===== src/rtl/debug_halt_ctrl.sv =====
// Debug-mode entry/exit sequencer: waits for an Execute instruction boundary, issues the
// halt pulse, captures dpc/cause, and handles dret and single-step.
module debug_halt_ctrl #(
    parameter int unsigned     XLEN         = 32,
    parameter logic [XLEN-1:0] HALT_ADDR    = 'h0000_0800,
    parameter int unsigned     HALT_TIMEOUT = 255
) (
    input  logic            clk_i,
    input  logic            rst_ni,
    input  logic            haltreq_i,
    input  logic            ebreak_i,
    input  logic            step_i,
    input  logic            dret_i,
    input  logic            exe_valid_i,
    input  logic            exe_stall_i,
    input  logic            exe_flush_i,
    input  logic [XLEN-1:0] exe_pc_i,
    input  logic [XLEN-1:0] exe_npc_i,
    output logic            debug_halt_req_o,
    output logic [XLEN-1:0] halt_addr_o,
    output logic [XLEN-1:0] dpc_o,
    output logic            dpc_we_o,
    output logic [2:0]      cause_o,
    output logic            debug_mode_o,
    output logic            resumeack_o,
    output logic            halt_timeout_o
);

    localparam logic [2:0] CauseEbreak  = 3'd1;
    localparam logic [2:0] CauseHaltreq = 3'd3;
    localparam logic [2:0] CauseStep    = 3'd4;

    typedef enum logic [2:0] {
        StRun,
        StWaitBnd,
        StEnter,
        StDebug,
        StResume,
        StStep
    } state_e;

    state_e          state_q;
    logic [XLEN-1:0] dpc_q;
    logic [2:0]      cause_q;
    logic [7:0]      cnt_q;
    logic            timeout_q;
    logic            boundary;

    assign boundary = exe_valid_i & ~exe_stall_i & ~exe_flush_i;

    always_ff @(posedge clk_i or negedge rst_ni) begin
        if (!rst_ni) begin
            state_q   <= StRun;
            dpc_q     <= '0;
            cause_q   <= '0;
            cnt_q     <= '0;
            timeout_q <= 1'b0;
        end else begin
            // The wait counter only measures the current WAIT_BND residency.
            if (state_q != StWaitBnd) begin
                cnt_q <= '0;
            end
            case (state_q)
                StRun: begin
                    if (boundary && ebreak_i) begin
                        dpc_q   <= exe_pc_i;
                        cause_q <= CauseEbreak;
                        state_q <= StEnter;
                    end else if (haltreq_i) begin
                        cause_q <= CauseHaltreq;
                        state_q <= StWaitBnd;
                    end
                end
                StWaitBnd: begin
                    if (cnt_q != 8'hFF) begin
                        cnt_q <= cnt_q + 8'd1;
                    end
                    if (boundary) begin
                        dpc_q     <= ebreak_i ? exe_pc_i : exe_npc_i;
                        cause_q   <= ebreak_i ? CauseEbreak : CauseHaltreq;
                        timeout_q <= 1'b0;
                        state_q   <= StEnter;
                    end else if ((32'(cnt_q) + 32'd1) >= HALT_TIMEOUT) begin
                        timeout_q <= 1'b1;
                    end
                end
                StEnter: begin
                    state_q <= StDebug;
                end
                StDebug: begin
                    if (boundary && dret_i) begin
                        state_q <= StResume;
                    end
                end
                StResume: begin
                    if (step_i) begin
                        state_q <= StStep;
                    end else if (haltreq_i) begin
                        cause_q <= CauseHaltreq;
                        state_q <= StWaitBnd;
                    end else begin
                        state_q <= StRun;
                    end
                end
                StStep: begin
                    if (boundary) begin
                        dpc_q   <= ebreak_i ? exe_pc_i : exe_npc_i;
                        cause_q <= ebreak_i ? CauseEbreak :
                                   haltreq_i ? CauseHaltreq : CauseStep;
                        state_q <= StEnter;
                    end
                end
                default: begin
                    state_q <= StRun;
                end
            endcase
        end
    end

    assign debug_halt_req_o = (state_q == StEnter);
    assign dpc_we_o         = (state_q == StEnter);
    assign resumeack_o      = (state_q == StResume);
    assign debug_mode_o     = (state_q == StDebug) || (state_q == StResume);
    assign halt_addr_o      = HALT_ADDR;
    assign dpc_o            = dpc_q;
    assign cause_o          = cause_q;
    assign halt_timeout_o   = timeout_q;

endmodule


===== config.mk =====
export PLATFORM = sky130hd
export DESIGN_NAME = debug_halt_ctrl
export DESIGN_NICKNAME = d
export VERILOG_FILES = /design/src/rtl/debug_halt_ctrl.sv
export SDC_FILE = /design/constraint.sdc
export NUM_CORES = 1
export LEC_CHECK = 0
export ABC_AREA = 1
export CORE_MARGIN = 3
export CORE_UTILIZATION = 28
export CTS_CLUSTER_DIAMETER = 120
export DETAILED_ROUTE_END_ITERATION = 16
export HOLD_SLACK_MARGIN = 0.05
export MAX_ROUTING_LAYER = met4
export PLACE_DENSITY = 0.65
export SLEW_MARGIN = 30
export SYNTH_ARGS = -nofsm -noshare
export SYNTH_HDL_FRONTEND = slang
export SYNTH_SLANG_ARGS = --single-unit

===== constraint.sdc =====
create_clock -name clk_i -period 1.7 [get_ports clk_i]
set_input_delay 0.255 -clock clk_i [delete_from_list [all_inputs] [get_ports clk_i]]
set_output_delay 0.255 -clock clk_i [all_outputs]
set_load 0.01 [all_outputs]

==> run notes <==
From the run reports.

- The run finished with clean final reports.
- STA puts the critical path data required time at roughly 1400 ps.
- The worst-case setup margin in the final layout reads 77.89 ps.
- From the final report, the count of setup violators was given as 0.
- Per STA, the worst path is made up of buf_4 > nor3_4 > dlygate4sd2_1.
- The area fraction of the largest cell type after synthesis is between 40% and 50%.
- In the post-synthesis netlist, the biggest area contributors are sky130_fd_sc_hd__dfrtp_1, sky130_fd_sc_hd__nand2_1, sky130_fd_sc_hd__buf_4.
- The root buffer cell chosen for the clock tree is sky130_fd_sc_hd__clkbuf_8.
- The endpoint type of the worst setup path is a primary output.
- The distinct cell type count after synthesis is 29.
- The CTS H-tree depth is 2.
- In the layout the commonest cells are sky130_fd_sc_hd__clkdlybuf4s50_1, sky130_fd_sc_hd__nand2_1, sky130_fd_sc_hd__nor2_1, sky130_fd_sc_hd__dfrtp_1, sky130_fd_sc_hd__a31oi_1.
- The part of the Yosys area used for sequential elements reads between 40% and 50%.
- The final count of hold timing violations is 0.
- ~150 I/O pins were placed.
- TritonCTS built the clock tree.
- The number of antenna violations at the first check in global routing reads 0.
- The proportion of layout cells with a drive suffix above 1 reads a little under a tenth.
- The number of DRC violations after detailed routing is 0.
- The HPWL after detailed placement is ~5500 um.
- Total power normalized to cell area comes to around 1600 nW/um^2.
- The highest clock rate this design can be run at is approximately 620 MHz.
- The number of filler instances in the final layout reads 957.
- The total placed instance area reads 3918 um^2.
- Max-cap violations in this run came to 0.
- After layout, the minimum clock period comes to roughly 1600 ps.
- The async set or reset register ratio after synthesis reads 100.0%.
- IR analysis of the VDD net gives a maximum drop of 0.0006690 V.
- The total clock sinks is ~47.
- The report shows a maximum critical-path fanout of 3.
- In this run, synthesis inferred 0 flip-flops with an integrated enable.
- According to the timing report, the arrival time at the worst endpoint equals roughly 1400 ps.
- After synthesis the netlist holds a flip-flop and latch count of roughly 47.
- The final clock period utilization by the worst path is about 95%.
- The number of nets in the final layout is about 550.
- The total grt overflow reads 0.
- The placeable core region is a little over 9000 um^2.
- The number of standard cells reported by yosys is roughly 350.
- Looking at the critical path, the single cell with the biggest stage delay is sky130_fd_sc_hd__dfrtp_1.
- The average instance area after synthesis is 7.621 um^2.
- Power comes to roughly 6.6 mW.
- In this run the cell area of the synthesized design comes to 2690 um^2.
- The number of global-route vias before repair is about 2500.
- The number of vias per cell after detailed routing is between 4 and 5.
- The number of pins with negative max-slew slack in the final report is 0.
- The largest stage delay on the critical path is 410 ps.
- With fillers left out, the area of the finished cells amounts to 4093 um^2.
- The clock-pin slew of the registers on the worst-case setup and hold paths is ~90 ps.
- Clock skew on the completed layout was measured at 5.478 ps.
- The class of the tightest hold or removal check reads input port to asynchronous set/reset pin.
- The leakage power reads 1.854 nW.
- The floorplan utilization is between 20 and 30%.
- The synthesis log from Yosys contains 0 warnings.
- The remaining number of nets flagged by the antenna check after routing reads 0.
- The post-synth area from yosys stat reads between 2000 and 3000 um^2.
- Entering global routing, the biggest net connects 34 pins.
- The area added between synthesis and finish is 52.14%.
- The startpoint kind of the worst setup timing path reads a flop.
- The total of buffers placed on input and output ports is around 110.
- The number of DRC violations after detailed-routing iteration 0 is between 100 and 150.
- The total CTS buffers reads 5.
- The most area-hungry cell type in the Yosys netlist reads sky130_fd_sc_hd__dfrtp_1.
- RePlAce ended its routability-driven mode at a weighted congestion of approximately 0.87.
- The die footprint is approximately 11000 um^2.
- The maximum clock insertion buffer count is 2.
- Headroom to the max-slew limit came out at between 60% and 70%.
- The number of cell rows reads 35.
- In this run the horizontal extent of the chip is 104.0 um.
- Setup repair after global routing left no endpoint under its margin.
- In the setup report, the worst path falls into the class flop to primary output.
- For the pin with the worst max-slew slack, the measured transition is slightly above 500 ps.
- The number of diodes added for antenna fixing is 0.
- The per-cell routed wire length is 11.78 um.
- The number of detailed-routing iterations run before antenna repair reads 4.
- Setup slack on the worst path after placement came out at -208.5 ps.
- The later pin in the worst-skew pair is clocked with a latency of about 300 ps.
- The post-synthesis cell count reads roughly 350.
- The global-route wire length before repair is between 10000 and 15000 um.
- The number of OpenROAD warnings is 27.
- Among all flip-flop cells after synthesis, the most frequent one is sky130_fd_sc_hd__dfrtp_1.
- The floorplan die height reads 104.0 um.
-- kinds of logic after synthesis --
kind of cell | count (synthesis) | share of synthesized area (%)
and+or+nand+nor | 168 | 25.35
buffers and inverters | 74 | 16.14
AOI/OAI and AO/OA | 60 | 13.58
DFF | 47 | 43.72
adders and majority gates | 2 | 0.9301
other | 2 | 0.2792
-- metrics by stage --
stage | setup TNS (ps) | std cells | hold WS [ps]
after detailed placement | -5826 | 594 | 259.0
after floorplan | 0 | 383 | -40.59
after CTS | 0 | 605 | 459.0
final | 0 | 605 | 442.3
after global placement | -4326 | 594 | 249.8
after global routing | 0 | 605 | 484.3
-- final timing paths --
kind,start,endpoint,slack [ps],depth (start not counted)
setup / recovery,state_q[0],debug_halt_req_o,80,3
hold / removal,rst_ni,halt_timeout_o,440,2
setup reg to reg,state_q[1],dpc_o[5],160,10
hold reg to reg,halt_timeout_o,halt_timeout_o,520,2
max in group asynchronous,rst_ni,dpc_o[18],740,3
min in group clk_i,exe_pc_i[24],dpc_o[24],510,3
-- routing by layer --
metal	global-route usage (%)	part of all wire [%]	routed length (um)	vias to the layer above
met5	-	0	0	-
met4	3.989	1.2	88	0
met3	3.600	7.7	548	11
met2	22.61	49	3489	99
met1	15.99	42	2998	1195
li1	-	-	-	1310
-- layout make-up --
type	instances	area, um^2	area share [%]
repair buffers	130	1291	31.55
multi-input cells	262	1220	29.81
flip-flops and latches	47	1176	28.74
well taps	129	161.4	3.944
inverters	29	111.4	2.721
clock buffers	6	72.57	1.773
clock inverters	2	60.06	1.467
-- synthesized netlist by cell type, types with 2 or more instances --
cell / count
sky130_fd_sc_hd__nand2_1: 101
sky130_fd_sc_hd__conb_1: 2
sky130_fd_sc_hd__buf_6: 3
sky130_fd_sc_hd__o21ai_0: 8
sky130_fd_sc_hd__nand2_2: 2
sky130_fd_sc_hd__a21oi_1: 12
sky130_fd_sc_hd__a31oi_1: 33
sky130_fd_sc_hd__buf_2: 5
sky130_fd_sc_hd__dfrtp_1: 47
sky130_fd_sc_hd__inv_2: 4
sky130_fd_sc_hd__ha_1: 2
sky130_fd_sc_hd__inv_1: 24
sky130_fd_sc_hd__buf_4: 34
sky130_fd_sc_hd__nand3_1: 8
sky130_fd_sc_hd__clkbuf_1: 3
sky130_fd_sc_hd__o22ai_1: 2
sky130_fd_sc_hd__nor2_1: 51
-- sequential cells by signal, indices dropped and copies added (netlist names) --
name,count
cnt_q,8
dpc_o,32
cause_o,3
state_q,3
halt_timeout_o,1
-- what timing repair did --
item / CTS / global route
gates resized: 7 / 11
hold endpoints to repair: 19 / 0
buffers inserted: 2 / 0
hold buffers: 1 / 0
endpoints found under the setup margin: 4 / 10
pin swaps: 0 / 1
-- critical path: cells and delay by family, from the launching register on --
kind	cells	cell delay, ps
buf+inv	2	440
flops	1	410
simple gates	1	210
-- where the power goes --
part / switching [mW] / internal (mW) / total [mW] / leakage (nW)
combinational: 1.85 / 1.84 / 3.69 / 1.24
sequential: 0.303 / 1.63 / 1.93 / 0.551
clock: 0.396 / 0.588 / 0.984 / 0.0654
**Gate-type map**

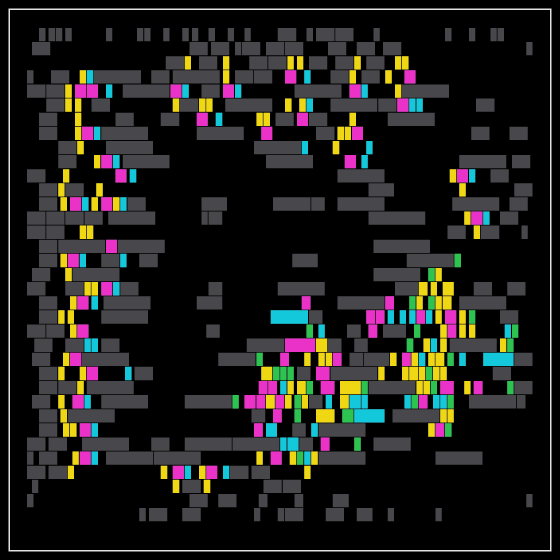
NOR gates -> cyan  # cells 56, most used nor2_1, where all over the die
inverters -> green  # cells 29, most used inv_1
NAND gates -> yellow  # cells 112, most used nand2_1, where all over the die
inverting AOI/OAI gates -> magenta  # cells 59, most used a31oi_1, where all over the die
fin cells: 605
most common cell after layout, fill and taps aside: sky130_fd_sc_hd__clkdlybuf4s50_1
share of the final layout cell area in multi-input gates: 29.81%

**Signal wires on met2**

Bar = 20 um.
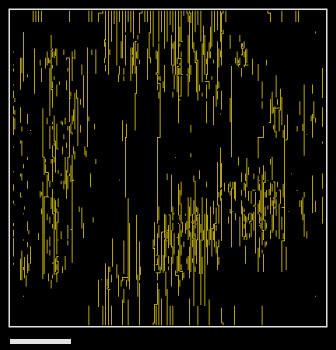
longest straight run = 38.1 um
nets with wire on the layer = 445
main direction = vertical
total length of routed wires: 7124 um
met2 global-route usage: 22.61%
routed via count: 2615

**Met3 routing**

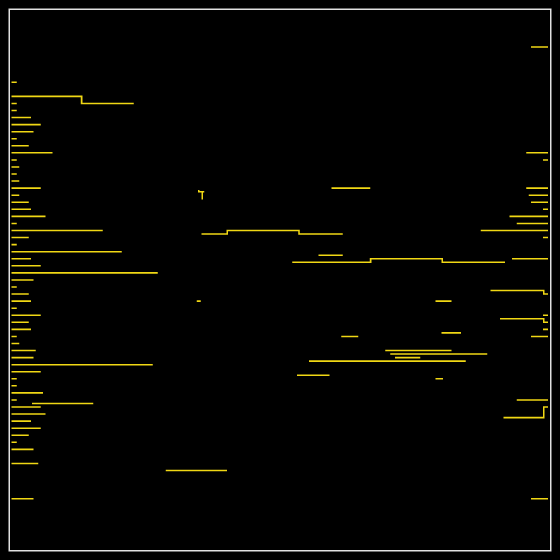
main direction = horizontal
nets with wire on the layer = 84
longest straight run = 29.9 um
share of all routed wire = 7.7%

**Routing congestion map**

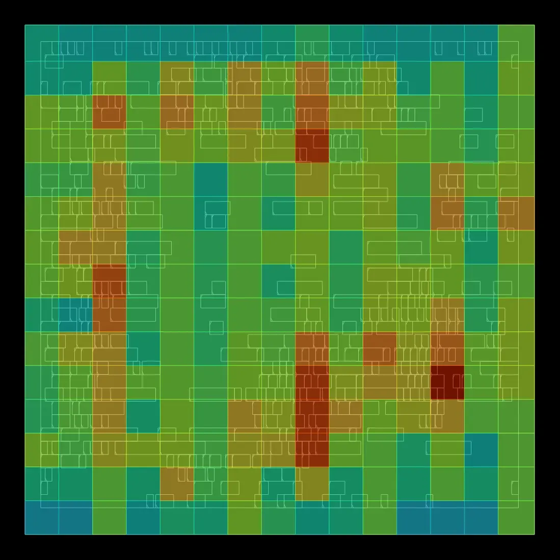
Tot GR Track Use: 13.51%
end-of-flow core utilization: 44.08%
most used routing layer: met2
met1 capacity usage during global routing: 15.99%

Power figures rest on the tool's default switching activity, not on a simulated workload.
